File: src/rtl/cmd_seq_pkg.sv
// Shared constants for the calculator command sequencer: datapath opcodes,
// ERR bit positions and the issue-state encoding.
package cmd_seq_pkg;

  localparam int unsigned CNTW = 16;
  localparam int unsigned ERRW = 2;

  localparam logic [3:0] OP_NOP = 4'b0000;
  localparam logic [3:0] OP_GND = 4'b0001;
  localparam logic [3:0] OP_ADD = 4'b0010;
  localparam logic [3:0] OP_SUB = 4'b0011;
  localparam logic [3:0] OP_MUL = 4'b0100;
  localparam logic [3:0] OP_DIV = 4'b0101;
  localparam logic [3:0] OP_MOD = 4'b0110;
  localparam logic [3:0] OP_PRE = 4'b1110;
  localparam logic [3:0] OP_RES = 4'b1111;

  localparam int unsigned ERR_OVF = 0;
  localparam int unsigned ERR_DZE = 1;

  typedef enum logic {
    RUN  = 1'b0,
    HALT = 1'b1
  } seq_state_e;

endpackage

File: src/rtl/cmd_fifo.sv
// Command FIFO: read/write pointers carrying one extra wrap bit, synchronous
// flush, occupancy/full/empty derived from the pointer registers only.
module cmd_fifo #(
  parameter int unsigned W     = 20,
  parameter int unsigned DEPTH = 4,
  localparam int unsigned AW   = $clog2(DEPTH)
) (
  input  logic          clk,
  input  logic          rst_n,
  input  logic          flush,
  input  logic          push,
  input  logic [W-1:0]  wdata,
  input  logic          pop,
  output logic [W-1:0]  rdata,
  output logic          full,
  output logic          empty,
  output logic [AW:0]   level
);

  logic [W-1:0] mem [DEPTH];
  logic [AW:0]  wptr_q;
  logic [AW:0]  rptr_q;
  logic         do_push;
  logic         do_pop;

  // Full and empty refuse the operation even if the caller asks for it.
  assign do_push = push & ~full & ~flush;
  assign do_pop  = pop & ~empty & ~flush;

  always_ff @(posedge clk or negedge rst_n) begin
    if (!rst_n) begin
      wptr_q <= '0;
      rptr_q <= '0;
    end else if (flush) begin
      wptr_q <= '0;
      rptr_q <= '0;
    end else begin
      if (do_push) wptr_q <= wptr_q + (AW+1)'(1);
      if (do_pop)  rptr_q <= rptr_q + (AW+1)'(1);
    end
  end

  // Storage carries no reset; only pointer-covered entries are ever read.
  always_ff @(posedge clk) begin
    if (do_push) mem[wptr_q[AW-1:0]] <= wdata;
  end

  assign rdata = mem[rptr_q[AW-1:0]];
  assign empty = (wptr_q == rptr_q);
  assign full  = (wptr_q[AW] != rptr_q[AW]) && (wptr_q[AW-1:0] == rptr_q[AW-1:0]);
  assign level = wptr_q - rptr_q;

endmodule

File: src/rtl/cmd_sequencer.sv
// Command sequencer for the calculator datapath: buffers {opcode, operand}
// commands, issues one per clock, inserts No-Op when idle and latches ERR.
// Optional halt-on-error behaviour is enabled by defining CMD_SEQ_ERR_HALT_EN.
module cmd_sequencer
  import cmd_seq_pkg::*;
#(
  parameter int unsigned DEPTH = 4,
  parameter int unsigned OPW   = 4,
  parameter int unsigned DW    = 16,
  localparam int unsigned LW   = $clog2(DEPTH) + 1
) (
  input  logic             CLK,
  input  logic             RST_N,
  input  logic             CMD_VALID,
  output logic             CMD_READY,
  input  logic [OPW-1:0]   CMD_OP,
  input  logic [DW-1:0]    CMD_DATA,
  input  logic             CLR,
  output logic [OPW-1:0]   OP,
  output logic [DW-1:0]    IN1,
  input  logic [ERRW-1:0]  ERR,
  output logic             BUSY,
  output logic             HALTED,
  output logic [ERRW-1:0]  ERR_LATCH,
  output logic [CNTW-1:0]  ISSUE_CNT,
  output logic [LW-1:0]    LEVEL
);

  localparam int unsigned CW = OPW + DW;

  seq_state_e       state_q;
  seq_state_e       state_d;
  logic             do_pop;
  logic             push;
  logic             fifo_full;
  logic             fifo_empty;
  logic [CW-1:0]    head;
  logic [LW-1:0]    fifo_level;

  logic [OPW-1:0]   op_q;
  logic [DW-1:0]    in1_q;
  logic             issued_q;
  logic [ERRW-1:0]  err_latch_q;
  logic [CNTW-1:0]  cnt_q;

  // CLR overrides a simultaneous push; READY itself depends on registers only.
  assign push = CMD_VALID & ~fifo_full & ~CLR;

  cmd_fifo #(
    .W     (CW),
    .DEPTH (DEPTH)
  ) u_fifo (
    .clk   (CLK),
    .rst_n (RST_N),
    .flush (CLR),
    .push  (push),
    .wdata ({CMD_OP, CMD_DATA}),
    .pop   (do_pop),
    .rdata (head),
    .full  (fifo_full),
    .empty (fifo_empty),
    .level (fifo_level)
  );

  always_ff @(posedge CLK or negedge RST_N) begin
    if (!RST_N) state_q <= RUN;
    else        state_q <= state_d;
  end

  // Issue decision; an error seen this edge stops the pop behind it.
  always_comb begin
    state_d = state_q;
    do_pop  = 1'b0;
    case (state_q)
      RUN: begin
        do_pop = ~fifo_empty;
`ifdef CMD_SEQ_ERR_HALT_EN
        if (issued_q && (ERR[ERR_OVF] || ERR[ERR_DZE])) begin
          state_d = HALT;
          do_pop  = 1'b0;
        end
`endif
      end
      HALT: begin
        do_pop = 1'b0;
      end
      default: begin
        state_d = RUN;
      end
    endcase
    if (CLR) begin
      state_d = RUN;
      do_pop  = 1'b0;
    end
  end

  always_ff @(posedge CLK or negedge RST_N) begin
    if (!RST_N) begin
      op_q        <= '0;
      in1_q       <= '0;
      issued_q    <= 1'b0;
      err_latch_q <= '0;
      cnt_q       <= '0;
    end else if (CLR) begin
      op_q        <= OPW'(OP_NOP);
      in1_q       <= '0;
      issued_q    <= 1'b0;
      err_latch_q <= '0;
    end else begin
      if (issued_q) err_latch_q <= err_latch_q | ERR;
      if (do_pop) begin
        op_q     <= head[CW-1:DW];
        in1_q    <= head[DW-1:0];
        issued_q <= 1'b1;
        cnt_q    <= cnt_q + CNTW'(1);
      end else begin
        op_q     <= OPW'(OP_NOP);
        in1_q    <= '0;
        issued_q <= 1'b0;
      end
    end
  end

  assign OP        = op_q;
  assign IN1       = in1_q;
  assign ERR_LATCH = err_latch_q;
  assign ISSUE_CNT = cnt_q;
  assign LEVEL     = fifo_level;
  assign CMD_READY = ~fifo_full;
  assign BUSY      = ~fifo_empty | issued_q;

`ifdef CMD_SEQ_ERR_HALT_EN
  assign HALTED = (state_q == HALT);
`else
  assign HALTED = 1'b0;
`endif

endmodule

File: config.mk
export PLATFORM = sky130hd
export DESIGN_NAME = cmd_sequencer
export DESIGN_NICKNAME = d
export VERILOG_FILES = /design/src/rtl/cmd_seq_pkg.sv /design/src/rtl/cmd_fifo.sv /design/src/rtl/cmd_sequencer.sv
export SDC_FILE = /design/constraint.sdc
export NUM_CORES = 1
export LEC_CHECK = 0
export CAP_MARGIN = 0
export CORE_ASPECT_RATIO = 1.5
export CORE_UTILIZATION = 50
export DETAILED_ROUTE_END_ITERATION = 8
export GPL_ROUTABILITY_DRIVEN = 0
export HOLD_SLACK_MARGIN = 0.03
export PLACE_DENSITY = 0.72
export SLEW_MARGIN = 20
export SYNTH_ARGS = -nofsm -noshare
export SYNTH_HDL_FRONTEND = slang
export SYNTH_SLANG_ARGS = --single-unit
File: constraint.sdc
create_clock -name CLK -period 3.2 [get_ports CLK]
set_input_delay 0.64 -clock CLK [delete_from_list [all_inputs] [get_ports CLK]]
set_output_delay 0.64 -clock CLK [all_outputs]
set_load 0.03 [all_outputs]
Run 1, routing congestion map:
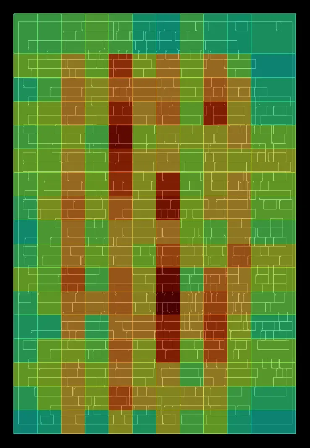
routed wirelength normalized by instance count: 18.3 um
GRT Overall Usage: 20.3%
met2 demand-to-capacity share in global routing: 35.5%
most used routing layer in global routing: met2
met3 global-route usage: 5.47%

Run 1, port wiring:
Scale: 2 px per um.
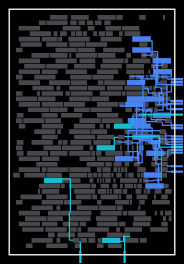
Key: `ISSUE_CNT` = blue [bits 16, direction output, end cells 16, buffers 16, wire 577 um]; `OP` = cyan [bits 4, direction output, end cells 4, buffers 4, wire 117 um]

Run 1, clock network drawn from the DEF:
Scale: 3 px per um.
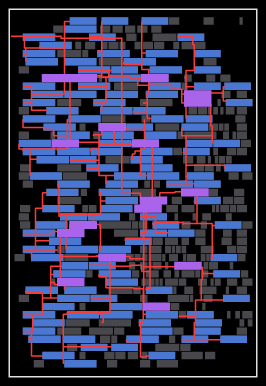
Key: clock-net drivers = purple [count 17]; clock wires = red [length 1,360 um]; flip-flops = blue [count 125]
There are 18 routed clock nets.

==> flow_summary_export.csv, run 1 <==
group,metric,value,unit
outcome,result_of_the_run,"completed",
setup_path,path_max_fanout,8,
logic_synthesis,multiplexer_fraction_of_the_synthesized_cell_area,9.83,%
logic_synthesis,post_synth_instance_area,4800,um^2
global_route,via_count_of_the_first_global_routing_pass,2741,
place,post-place-ws,678,ps
final_layout,final_standard_cell_utilization_of_the_core,67.4,%
logic_synthesis,synth_area_per_cell,18.0,um^2
logic_synthesis,synth.yosys.chip_area,4800,um^2
logic_synthesis,synth-edff-count,80,
clock_tree,cts-hold-fix-buffers,0,
route,first_pass_iters,4,
floorplan,rows,43,
setup_path,setup.worst_path.start,"u_fifo.wptr_q[0]",
place,placedInstanceArea,5650,um^2
power_and_ir_drop,seq_pwr,2030,uW
setup_path,critical_path_class,"reg -> out",
setup_path,reg2reg_depth,5,
sta,timing.fmax,0.340,GHz
setup_path,critical_path.endpoint_type,"primary output",
final_layout,largest_register_ff_count,80,
route,drcViolationCount,0,
sta,grt_setup_unrepaired,"no",
final_layout,num-multi-input-gates,128,
power_and_ir_drop,p_clk,1970,uW
logic_synthesis,synth.comb.largest_family,"multiplexers",
route,drt_wl_total,8.76,mm
logic_synthesis,synth.distinct_cells,32,
route,topRoutingLayerUsed,"met4",
clock_tree,numCtsBuffers,17,
floorplan,coreArea,9310,um^2
floorplan,die_area,10000,um^2
place,place_hpwl,5.37,mm
sta,totalNegativeSetupSlack,0,ps
logic_synthesis,syn_inst,266,
sta,fin_crit,2940,ps
final_layout,nFillCells,643,
route,vias,2536,
clock_tree,clk_root_buffer_cell,"sky130_fd_sc_hd__clkbuf_16",
setup_path,timing.reg2reg.setup_slack,930,ps
floorplan,io_pins,70,
setup_path,critical_path.endpoint,"BUSY",
power_and_ir_drop,p_leak,0.00237,uW
floorplan,die_h,122,um
sta,finalCritPeriodShare,91.9,%
power_and_ir_drop,netSwitchingFraction,29.1,%
logic_synthesis,synth_flop_count,125,
setup_path,crit_chain,"inv_1 > ha_1 > nand2_1 > or3_1 > clkdlybuf4s50_1",
global_route,grt_remaining_overflow,0,
setup_path,cp-start-kind,"flop",
setup_path,cp.buffers_inverters,2,
final_layout,layout.non_clock_buffers,76,
floorplan,fp-utilization,51.6,%
power_and_ir_drop,design_power_total,5500,uW
logic_synthesis,synth-xor-area-share,4.17,%
floorplan,die_w,82.0,um
final_layout,area_share_nonclk_buffers,12.0,%
clock_tree,post_cts_resized,0,
final_layout,sh_comb_area,19.3,%
final_layout,drive_above_1_share,18.6,%
final_layout,biggestCellCategory,"flip-flops and latches",
logic_synthesis,ys_cells,266,
final_layout,postLayoutCellArea,6270,um^2
setup_path,slowest_stage,"sky130_fd_sc_hd__clkdlybuf4s50_1",
clock_tree,cts_tree,"yes",
clock_tree,clk_transition_reported_paths,50,ps
logic_synthesis,post-synth-top-area-cell,"sky130_fd_sc_hd__edfxtp_1",
sta,max_slew_violations,0,
route,wl_met1,3.39,mm
setup_path,critical_path.max_stage_delay,590,ps
==> run 2: changes to the inputs <==
--- a/config.mk
+++ b/config.mk
@@ -8,6 +8,7 @@
 export CAP_MARGIN = 0
 export CORE_ASPECT_RATIO = 1.5
 export CORE_UTILIZATION = 50
+export CTS_CLUSTER_SIZE = 12
 export DETAILED_ROUTE_END_ITERATION = 8
 export GPL_ROUTABILITY_DRIVEN = 0
 export HOLD_SLACK_MARGIN = 0.03
Run 2, clock network drawn from the DEF:
Scale: 3 px per um.
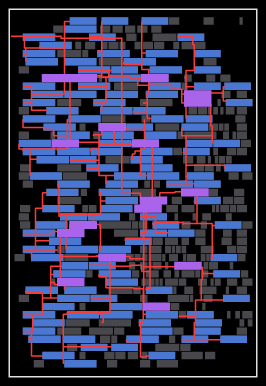
Key: clock wires = red [length 1,360 um]; clock-net drivers = purple [count 17]; flip-flops = blue [count 125]
Position of the flops: widely spread.

Run 2, routing congestion map:
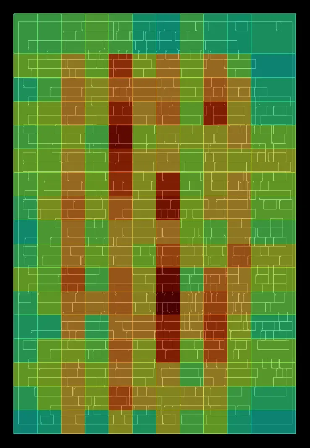
final standard cell utilization of the core: 67.4%
met1 Usage GRT: 22.5%

==> run 2 against run 1 <==
  * Global-route usage unchanged
  * Synthesized cell count stayed put
  * Via count is the same
  * Utilization is the same
  * Critical endpoint unchanged
  * Largest cell class unchanged
  * Clock skew unchanged
  * First-iteration DRC count is the same
  * Fmax is the same
  * Worst setup slack is the same
==> flow_summary_export.csv, run 2 <==
group,metric,value,unit
final_layout,nFillCells,643,
setup_path,critical_path.max_stage_delay,590,ps
power_and_ir_drop,seq_pwr,2030,uW
floorplan,die_area,10000,um^2
setup_path,setup.worst_path.start,"u_fifo.wptr_q[0]",
route,topRoutingLayerUsed,"met4",
global_route,busiest_layer,"met2",
clock_tree,clk_transition_reported_paths,50,ps
floorplan,fp-utilization,51.6,%
final_layout,largest_register_ff_count,80,
logic_synthesis,synth.yosys.chip_area,4800,um^2
place,place_hpwl,5.37,mm
setup_path,critical_path_class,"reg -> out",
route,first_pass_iters,4,
logic_synthesis,synth-edff-count,80,
final_layout,layout.non_clock_buffers,76,
sta,grt_setup_unrepaired,"no",
logic_synthesis,synth.comb.largest_family,"multiplexers",
floorplan,io_pins,70,
floorplan,rows,43,
setup_path,critical_path.endpoint,"BUSY",
sta,max_slew_violations,0,
global_route,grt_remaining_overflow,0,
logic_synthesis,ys_cells,266,
power_and_ir_drop,design_power_total,5500,uW
setup_path,reg2reg_depth,5,
floorplan,die_w,82.0,um
setup_path,timing.reg2reg.setup_slack,930,ps
outcome,result_of_the_run,"completed",
route,drcViolationCount,0,
logic_synthesis,post_synth_instance_area,4800,um^2
setup_path,crit_chain,"inv_1 > ha_1 > nand2_1 > or3_1 > clkdlybuf4s50_1",
floorplan,die_h,122,um
place,placedInstanceArea,5650,um^2
logic_synthesis,synth_flop_count,125,
final_layout,area_share_nonclk_buffers,12.0,%
global_route,track_usage,20.3,%
clock_tree,numCtsBuffers,17,
sta,timing.fmax,0.340,GHz
clock_tree,clk_root_buffer_cell,"sky130_fd_sc_hd__clkbuf_16",
final_layout,postLayoutCellArea,6270,um^2
Run 2, placement density heat map:
Scale: 3 px per um. 8 x 12 tiles, from dark blue (low) to red (high), 0 to 100% covered.
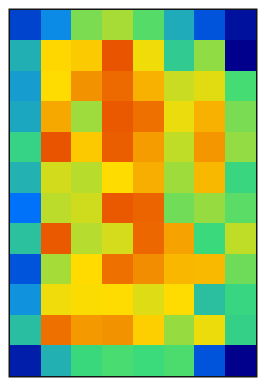

==> run 3: changes to the inputs <==
--- a/config.mk
+++ b/config.mk
@@ -6,7 +6,8 @@
 export NUM_CORES = 1
 export LEC_CHECK = 0
 export CAP_MARGIN = 0
-export CORE_ASPECT_RATIO = 1.5
+export CORE_ASPECT_RATIO = 1.2
+export CORE_MARGIN = 1
 export CORE_UTILIZATION = 50
 export CTS_CLUSTER_SIZE = 12
 export DETAILED_ROUTE_END_ITERATION = 8
Run 3, placement density heat map:
Scale: 3 px per um. 9 x 11 tiles, from dark blue (low) to red (high), 0 to 100% covered.
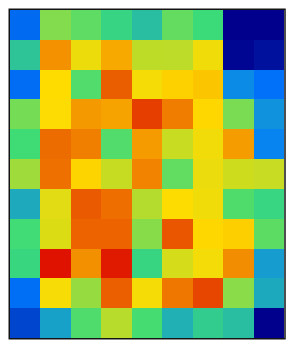
4.0% of the tiles are nearly empty. The mean over all tiles is 61%. The emptiest ninth of the die: upper right. 31% of the tiles are over 75% full. The fullest tile reaches 98%.

Run 3, signal wires on met3:
Scale: 4 px per um. Cells faint in the background.
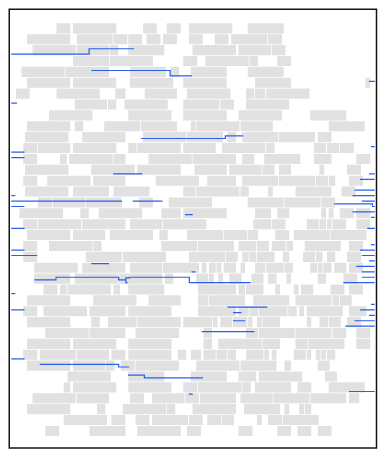
The layer carries 375 um of wire. The longest straight run is 27.4 um. The wires run mostly horizontal.

==> run 3 against run 2 <==
  * Via count rose by 0.71%
  * Worst hold slack got worse by 35 ps
  * Clock skew rose by 1.6 ps
==> flow_summary_export.csv, run 3 <==
group,metric,value,unit
route,topRoutingLayerUsed,"met4",
final_layout,nFillCells,615,
global_route,busiest_layer,"met2",
logic_synthesis,post_synth_instance_area,4800,um^2
sta,finalCritPeriodShare,95.2,%
clock_tree,post_cts_resized,2,
final_layout,biggestCellCategory,"flip-flops and latches",
setup_path,setup.worst_path.start,"u_fifo.wptr_q[0]",
setup_path,critical_path_class,"reg -> out",
route,drt_wl_total,8.56,mm
power_and_ir_drop,p_leak,0.00237,uW
logic_synthesis,dominantRegCellSynth,"sky130_fd_sc_hd__edfxtp_1",
sta,timing.fmax,0.328,GHz
clock_tree,cts-hold-fix-buffers,0,
setup_path,timing.reg2reg.setup_slack,840,ps
floorplan,io_pins,70,
clock_tree,numCtsBuffers,17,
setup_path,crit_chain,"inv_1 > ha_1 > fa_1 > inv_1 > clkdlybuf4s50_1",
final_layout,largest_register_ff_count,80,
clock_tree,post_cts.repair.setup_buffers,0,
sta,finalClockSkew,7.87,ps
power_and_ir_drop,irDropWorstVdd,465,uV
floorplan,die_w,91.4,um
route,drcViolationCount,0,
logic_synthesis,synth-edff-count,80,
place,placedInstanceArea,5690,um^2
logic_synthesis,multiplexer_fraction_of_the_synthesized_cell_area,9.83,%
logic_synthesis,synth-xor-area-share,4.17,%
sta,max_slew_violations,0,
logic_synthesis,ys_cells,266,
final_layout,postLayoutCellArea,6280,um^2
global_route,globalRouteMet2Util,33.8,%
route,wl_met1,3.48,mm
setup_path,cp-start-kind,"flop",
final_layout,num-multi-input-gates,128,
floorplan,coreArea,9180,um^2
logic_synthesis,synth.yosys.chip_area,4800,um^2
logic_synthesis,synth_flop_count,125,
sta,totalNegativeSetupSlack,0,ps
power_and_ir_drop,net-switching-power,1600,uW
setup_path,path_max_fanout,4,
route,vias,2554,
floorplan,rows,38,
logic_synthesis,synth.distinct_cells,32,
setup_path,slowest_stage,"sky130_fd_sc_hd__clkdlybuf4s50_1",
sta,fin_crit,3050,ps
logic_synthesis,syn_inst,266,
floorplan,fp-utilization,52.3,%
place,post-place-ws,553,ps
clock_tree,cts_tree,"yes",
floorplan,die_area,9990,um^2
setup_path,reg2reg_depth,7,
power_and_ir_drop,cellPowerDensity,852,nW/um^2
global_route,grt_remaining_overflow,0,
sta,grt_setup_unrepaired,"no",
global_route,grt.met1_usage,22.3,%
setup_path,critical_path.endpoint,"LEVEL[1]",
logic_synthesis,post-synth-top-area-cell,"sky130_fd_sc_hd__edfxtp_1",
logic_synthesis,synth.comb.largest_family,"multiplexers",
final_layout,diodes,0,
clock_tree,clk_transition_reported_paths,60,ps
final_layout,sh_comb_area,19.3,%
power_and_ir_drop,netSwitchingFraction,29.9,%
power_and_ir_drop,p_clk,1860,uW
outcome,result_of_the_run,"completed",
final_layout,layout.non_clock_buffers,76,
global_route,via_count_of_the_first_global_routing_pass,2711,
power_and_ir_drop,seq_pwr,2050,uW
route,route.detailed.wl_per_inst,17.6,um
sta,worst_slew_margin_rel,60.2,%
route,first_pass_iters,5,
place,place_hpwl,5.41,mm
clock_tree,clk_root_buffer_cell,"sky130_fd_sc_hd__clkbuf_8",
power_and_ir_drop,design_power_total,5350,uW
final_layout,drive_above_1_share,18.3,%
setup_path,cp.buffers_inverters,3,
logic_synthesis,synth_area_per_cell,18.0,um^2
final_layout,final_standard_cell_utilization_of_the_core,68.4,%
Power is estimated from default activity; no workload was simulated.
